Fig. 1: run 1, port wiring
Scale: 4 px per um.
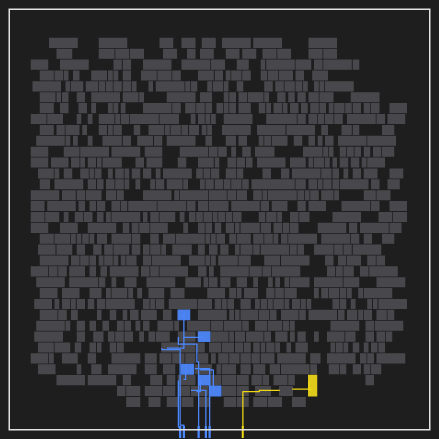
Fig. 2: run 1, logic cells by family
Scale: 4 px per um.
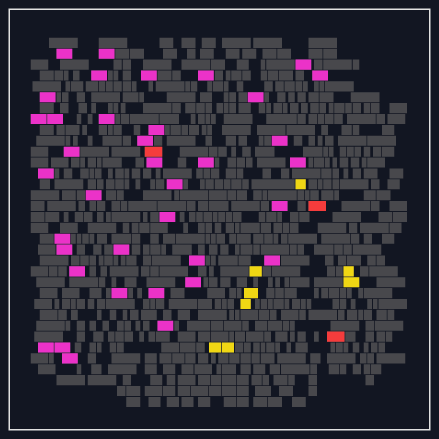
Fig. 3: run 1, metal layers overlaid
Scale: 4 px per um.
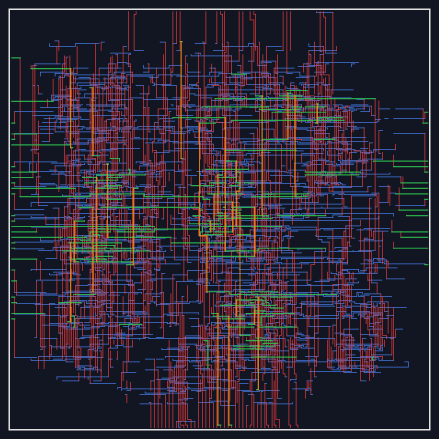
Design hazard_ctrl, sky130hd; sources not shown.
==> out/summary.json, run 1 <==
{
  "switching_share": 0.264,
  "pwr_density_cell_mw_per_mm2": 340,
  "detail_route.vias_per_cell": 6.12,
  "cellInternalPower_mw": 1.59,
  "area_delta_synth_final_pct": 30.7,
  "post_synth_main_area_contributors": "sky130_fd_sc_hd__dfxtp_1 (35%), sky130_fd_sc_hd__mux2_2 (8.6%), sky130_fd_sc_hd__nor2b_1 (7.7%)",
  "gr_ovfl_total": 0,
  "worst-path-max-fanout": 10,
  "die.size.y_um": 105,
  "grt_first_pass_wirelength_um": 23500,
  "power_share_of_the_sequential_group": 0.509,
  "std_cell_rows": 34,
  "portion_of_synthesized_cell_area_occupied_by_the_leading_cell_type": 0.351,
  "edf_count": 0,
  "route.detailed.drc": 0,
  "combPwrFrac": 0.140,
  "cts_buffer_depth": 2,
  "synth_cell_type_count": 53,
  "grt_start_max_net_pins": 14,
  "floorplan_nets": 640,
  "max_slew.worst_pin.slew_ns": 0.773,
  "seq_share": 0.268,
  "floorplan.die.width_um": 105,
  "count_of_multi_input_gates": 479,
  "yosys-stat-cells": 612,
  "yosysSeqAreaShare": 0.351,
  "result_of_the_run": "finished, final reports clean",
  "placed_cells": 817,
  "report.final.setup_viol": 0,
  "netlist_instances": 612,
  "nFlopsAndLatches": 85,
  "antenna_cells_inserted": 0,
  "final.period_utilization": 0.943,
  "inverters": 12,
  "largest_register_ffs": 64,
  "drt-initial-drc-count": 398,
  "clock_power_share": 0.351,
  "finish.net_count": 758,
  "grt_antenna_before_repair": 0,
  "drtAntennaViolNets": 0,
  "yosys_warnings": 0,
  "layout.cells.largest_class": "multi-input combinational cells",
  "tritoncts.num_buffers": 9,
  "met1_length_um": 5810,
  "placement.setup.worst_slack_ns": -1.15,
  "final_layout_size_suffix_gt1_frac": 0.138,
  "peakVddDrop_uv": 211,
  "synth-async-reset-ratio": 0,
  "worst-r2r-setup-slack_ns": 0.67,
  "post_route_minimum_period_ns": 2.98,
  "synth.cell_area_mm2": 0.00485,
  "rsz0062_at_grt": "yes",
  "placedInstanceArea_mm2": 0.00596,
  "insertion_delay_ns": 0.35,
  "hpwlAfterDp_um": 10400,
  "warning_count": 27,
  "finalCoreUtilization": 0.727,
  "fmaxAchievable_mhz": 336,
  "crit_path_start_kind": "primary input",
  "ys_dominant_reg_cell": "sky130_fd_sc_hd__dfxtp_1",
  "grt_util_met3": 0.0549,
  "postCtsHoldBufs": 0,
  "routabilityCongestion": 0.902,
  "cp_data_arrival_time_ns": 3.26,
  "global_routing_met1_resource_utilization": 0.307,
  "fin_hold_ws_ns": 0.468,
  "critPathRequiredTime_ns": 3.44,
  "multiInputGateArea_mm2": 0.00297,
  "grt-busiest-layer": "met2",
  "chipArea_mm2": 0.0110,
  "tritoncts": "done",
  "pre_antenna_drt_iters": 6
}
-- Fig. 1 (at the start) --
legend:
  id_rs2_addr:
    colour: blue
    bits: 5
    direction: input
    edge: bottom
    end_cells: 5
    buffers: 5
    wire: 130 um
  dmem_req:
    colour: yellow
    bits: 1
    direction: input
    edge: bottom
    end_cells: 2
    buffers: 1
    wire: 25.2 um
count of port buffers added during placement: 97
num ports: 98

-- Fig. 2 (at the start) --
legend:
  non-inverting ao/oa cells:
    colour: yellow
    cells: 8
  fa/ha/maj cells:
    colour: red
    cells: 3
  mux cells:
    colour: magenta
    cells: 37
most frequent logic cell in the layout: sky130_fd_sc_hd__dfxtp_1
non-filler instance count after layout: 842
logic gate fraction of the total cell area: 0.469

-- Fig. 3 (at the start) --
legend:
  metal 2:
    colour: red
    wire_length: 7270 um
  metal 4:
    colour: orange
    wire_length: 501 um
  metal 1:
    colour: blue
    wire_length: 5810 um
  metal 3:
    colour: green
    wire_length: 1150 um
global-route usage over all layers: 0.254
wire length after detailed routing: 14700 um

-- run 1: cell families after synthesis --
group | after synthesis | share of synthesized area
AND-OR/OR-AND | 89 | 0.109
XOR/XNOR | 11 | 0.0199
adder cells (fa/ha/maj) | 3 | 0.00774
buffers and inverters | 48 | 0.0444
flip-flops | 85 | 0.351
multiplexers | 37 | 0.0859
AND/OR/NAND/NOR | 339 | 0.383
-- run 1: layout by cell type (no fill, tap or decap), drive strengths merged, types with 3 or more instances in the layout --
master	n
ha	3
nor2b	60
mux2	37
clkdlybuf4s50	45
nand3b	4
dlygate4sd2	19
o21ai	36
nor3	19
xnor2	10
dlymetal6s2s	27
and3	10
a31oi	3
a211oi	3
or3	17
nor4b	4
or4	16
buf	30
inv	13
and2	8
a21oi	28
nor2	75
a21o	3
clkbuf	31
dfxtp	85
nand2	38
clkinv	3
nand4	35
nor3b	4
nand3	24
nor4	17
-- run 1: power groups by stage --
stage	combinational (mW)	clock (mW)	sequential (mW)
after floorplan	0.169	0	1.12
after global placement	0.275	0	1.12
after detailed placement	0.281	0	1.12
after CTS	0.288	0.768	1.10
after global routing	0.321	0.821	1.10
final	0.301	0.756	1.10
-- run 1: critical path, stage by stage --
cell	delay (ns)
sky130_fd_sc_hd__clkdlybuf4s50_1	0.41
sky130_fd_sc_hd__nor2b_1	0.13
sky130_fd_sc_hd__buf_4	0.15
sky130_fd_sc_hd__o41ai_1	0.67
sky130_fd_sc_hd__o221ai_1	0.38
sky130_fd_sc_hd__nand3_1	0.20
sky130_fd_sc_hd__buf_4	0.19
sky130_fd_sc_hd__buf_4	0.20
sky130_fd_sc_hd__o21ai_0	0.12
sky130_fd_sc_hd__a21oi_1	0.16
Fig. 4: run 1, sequential cells grouped by signal name
Scale: 3 px per um.
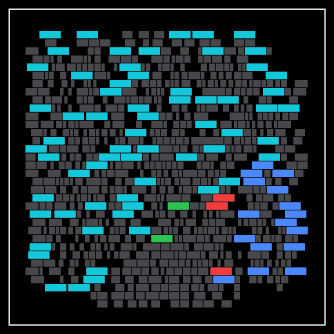

==> run 2, diff against run 1 <==
--- a/config.mk
+++ b/config.mk
@@ -6,14 +6,17 @@
 export NUM_CORES = 1
 export LEC_CHECK = 0
 export CAP_MARGIN = 15
+export CELL_PAD_IN_SITES_DETAIL_PLACEMENT = 1
+export CELL_PAD_IN_SITES_GLOBAL_PLACEMENT = 2
 export CORE_MARGIN = 5
-export CORE_UTILIZATION = 54
+export CORE_UTILIZATION = 31
 export CTS_BUF_LIST = sky130_fd_sc_hd__clkbuf_8
 export CTS_CLUSTER_SIZE = 28
 export DETAILED_ROUTE_END_ITERATION = 12
 export GPL_TIMING_DRIVEN = 0
-export PLACE_DENSITY = 0.83
+export PLACE_DENSITY_LB_ADDON = 0.1
 export SETUP_SLACK_MARGIN = 0.2
 export SYNTH_ARGS = -nofsm -noshare
 export SYNTH_HDL_FRONTEND = slang
 export SYNTH_SLANG_ARGS = --single-unit
+export TNS_END_PERCENT = 20
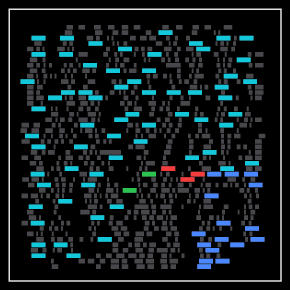
Fig. 5. Sequential cells grouped by signal name (run 2).
Scale: 2 px per um.
legend:
  g_perf_cnt.u_cnt.count:
    colour: cyan
    flops: 64
    where: all over the die
  drain_reg:
    colour: green
    flops: 2
  wait_reg:
    colour: blue
    flops: 16
    where: lower right
  state_reg:
    colour: red
    flops: 3
Seq/total area: 0.262
area occupied by registers: 0.00170 mm^2

==> run 2 against run 1 <==
Clock skew is 0.0015 ns higher. Register-to-register slack got worse by 0.05 ns. Routed wire length grew 17%. Synthesized cell count is the same. Worst hold slack lost 0.0012 ns. Via count fell by 2.9%. Flip-flop count unchanged. Critical path depth decreased by 6. Power grew 2.1%.
==> out/summary.json, run 2 <==
{
  "cp_data_arrival_time_ns": 2.32,
  "cap_violations": 0,
  "final_layout_top_logic_cells": "sky130_fd_sc_hd__dfxtp_1 (85), sky130_fd_sc_hd__nor2_1 (73), sky130_fd_sc_hd__clkdlybuf4s50_1 (62), sky130_fd_sc_hd__nor2b_1 (60), sky130_fd_sc_hd__nand2_1 (38)",
  "yosys-stat-area_mm2": 0.00485,
  "synth_cell_type_count": 53,
  "report.final.hold_viol_count": 0,
  "portion_of_synthesized_cell_area_occupied_by_the_leading_cell_type": 0.351,
  "finish.net_count": 762,
  "gr-usage-all-layers": 0.190,
  "final.fill_count": 1871,
  "tritoncts": "done",
  "tritoncts.num_buffers": 9,
  "final_layout_size_suffix_gt1_frac": 0.145,
  "layout.cell_area.non_filler_mm2": 0.00649,
  "worst-path-max-fanout": 10,
  "pre_antenna_drt_iters": 4,
  "coreArea_mm2": 0.0153,
  "critical_path.max_stage_delay_ns": 0.68,
  "syn-mean-instance-area_um2": 7.93,
  "route.vias.total": 5003,
  "ys_dominant_reg_cell": "sky130_fd_sc_hd__dfxtp_1",
  "synth-async-reset-ratio": 0,
  "insertion_delay_ns": 0.38,
  "final.period_utilization": 0.933,
  "pwr_density_cell_mw_per_mm2": 339,
  "worst-r2r-setup-slack_ns": 0.62,
  "grt_antenna_before_repair": 0,
  "yosys_warnings": 0,
  "grt_first_pass_wirelength_um": 27700,
  "post_synth_mux_area_share": 0.0859,
  "fa_ha_area_frac": 0.00774,
  "clockRootBuffer": "sky130_fd_sc_hd__clkbuf_8",
  "ys_sh_simple": 0.383,
  "synthMostInstantiatedCell": "sky130_fd_sc_hd__dfxtp_1",
  "chipArea_mm2": 0.0182,
  "crit_path_start_kind": "primary input",
  "routedWlPerCell_um": 18.1,
  "initial_core_util": 0.318,
  "synthTopCellsByCount": "sky130_fd_sc_hd__dfxtp_1 (85), sky130_fd_sc_hd__nor2_1 (75), sky130_fd_sc_hd__nor2b_1 (60), sky130_fd_sc_hd__nand2_1 (38), sky130_fd_sc_hd__mux2_2 (37)",
  "synth.logic.top_family": "simple AND/OR/NAND/NOR gates",
  "post_route_minimum_period_ns": 2.95,
  "synth.cell_area_mm2": 0.00485,
  "xor_area_frac": 0.0199,
  "rsz0062_at_grt": "yes",
  "grt_pass1_vias": 5258,
  "maxSlewHeadroom": 0.401,
  "final-max-slew-violation-count": 0,
  "detail_route.vias_per_cell": 5.28,
  "holdCritPathClass": "flop to flop",
  "max_slew.worst_pin.slew_ns": 0.890,
  "std_cell_rows": 45,
  "gr_ovfl_total": 0,
  "worstSetupEndpointType": "output pin",
  "io_buffer_count": 97,
  "yosysSeqAreaShare": 0.351,
  "grt_start_max_net_pins": 13,
  "power.total_mw": 2.20,
  "numClockSinks": 85,
  "crit_path_top_delay_cell": "sky130_fd_sc_hd__clkdlybuf4s50_1",
  "floorplan.die.width_um": 135,
  "drt-initial-drc-count": 205,
  "postCtsHoldBufs": 0,
  "io_pins": 98,
  "report.final.setup_viol": 0,
  "largest_register_ffs": 64,
  "netlist_instances": 612,
  "peakVddDrop_uv": 162,
  "netlist.top_cell.by_area": "sky130_fd_sc_hd__dfxtp_1",
  "warning_count": 28,
  "edf_count": 0,
  "floorplan_nets": 640,
  "worst-setup-path-type": "primary input to output pin",
  "placedInstanceArea_mm2": 0.00609,
  "drtAntennaViolNets": 0,
  "antenna_cells_inserted": 0,
  "yosys.area_share.aoi": 0.109,
  "post_synth_main_area_contributors": "sky130_fd_sc_hd__dfxtp_1 (35%), sky130_fd_sc_hd__mux2_2 (8.6%), sky130_fd_sc_hd__nor2b_1 (7.7%)",
  "area_delta_synth_final_pct": 33.7,
  "die.size.y_um": 135,
  "yosys-stat-cells": 612,
  "final_common_cell": "sky130_fd_sc_hd__dfxtp_1",
  "synth.ff_latch_count": 85,
  "route.detailed.drc": 0,
  "cts_buffer_depth": 2,
  "fin_hold_ws_ns": 0.467,
  "detail_route.wirelength_um": 17200,
  "power.leakage_nw": 2.52,
  "critPathRequiredTime_ns": 2.53,
  "finalClockSkew_ns": 0.0133,
  "critical_path_cell_by_cell": "clkdlybuf4s15_1 > buf_1 > nor2b_1 > clkdlybuf4s50_1",
  "fmaxAchievable_mhz": 339,
  "worstRegToRegCells": 7,
  "result_of_the_run": "finished, final reports clean",
  "cts_max_level": 3,
  "hold_path_depth": 1,
  "path_clk_slew_ns": 0.08,
  "hpwlAfterDp_um": 12800,
  "routabilityCongestion": 0.768
}
[run 2: layout make-up]
class / instances / area (um^2) / share of cell area
buffer: 36 / 216 / 0.0334
clock buffer: 10 / 138 / 0.0212
clock inverter: 4 / 42.5 / 0.00656
inverter: 12 / 47.5 / 0.00733
multi-input combinational: 479 / 2990 / 0.461
sequential: 85 / 1700 / 0.262
tap: 211 / 264 / 0.0407
timing repair buffer: 111 / 1080 / 0.167
[run 2: through the flow]
step | setup slack, ns | TNS [ns] | util | std cells
detailed placement | -1.36 | -42.41 | 0.399 | 920
finish | 0.212 | 0 | 0.425 | 948
CTS | 0.0464 | 0 | 0.416 | 939
floorplan | 0.358 | 0 | - | 612
global placement | -1.32 | -37.08 | 0.399 | 920
global route | 0.117 | 0 | 0.425 | 948
[run 2: critical path: cells and delay by family]
| family | cells | cell delay (ns) |
|---|---|---|
| buffers and inverters | 3 | 1.32 |
| and+or+nand+nor | 1 | 0.35 |
[run 2: layer usage]
| metal | vias up | share of wire | track usage |
|---|---|---|---|
| li1 | 2449 | - | - |
| met3 | 19 | 0.027 | 0.0302 |
| met1 | 2464 | 0.45 | 0.233 |
| met2 | 71 | 0.51 | 0.338 |
| met4 | 0 | 0.016 | 0.0666 |
| met5 | - | 0 | 0 |
[run 2: repair_timing]
action | 4_1_cts | 5_1_grt
gates resized | 60 | 40
buffers inserted | 5 | 9
hold endpoints to repair | 0 | 0
endpoints found under the setup margin | 106 | 52
pin swaps | 5 | 16
[run 2: power by group]
part / internal, mW / switching [mW] / leakage [nW] / total (mW)
clock network: 0.372 / 0.411 / 0.101 / 0.783
registers: 1.08 / 0.0144 / 0.686 / 1.10
logic: 0.131 / 0.188 / 1.74 / 0.319
Power is estimated from default activity; no workload was simulated.
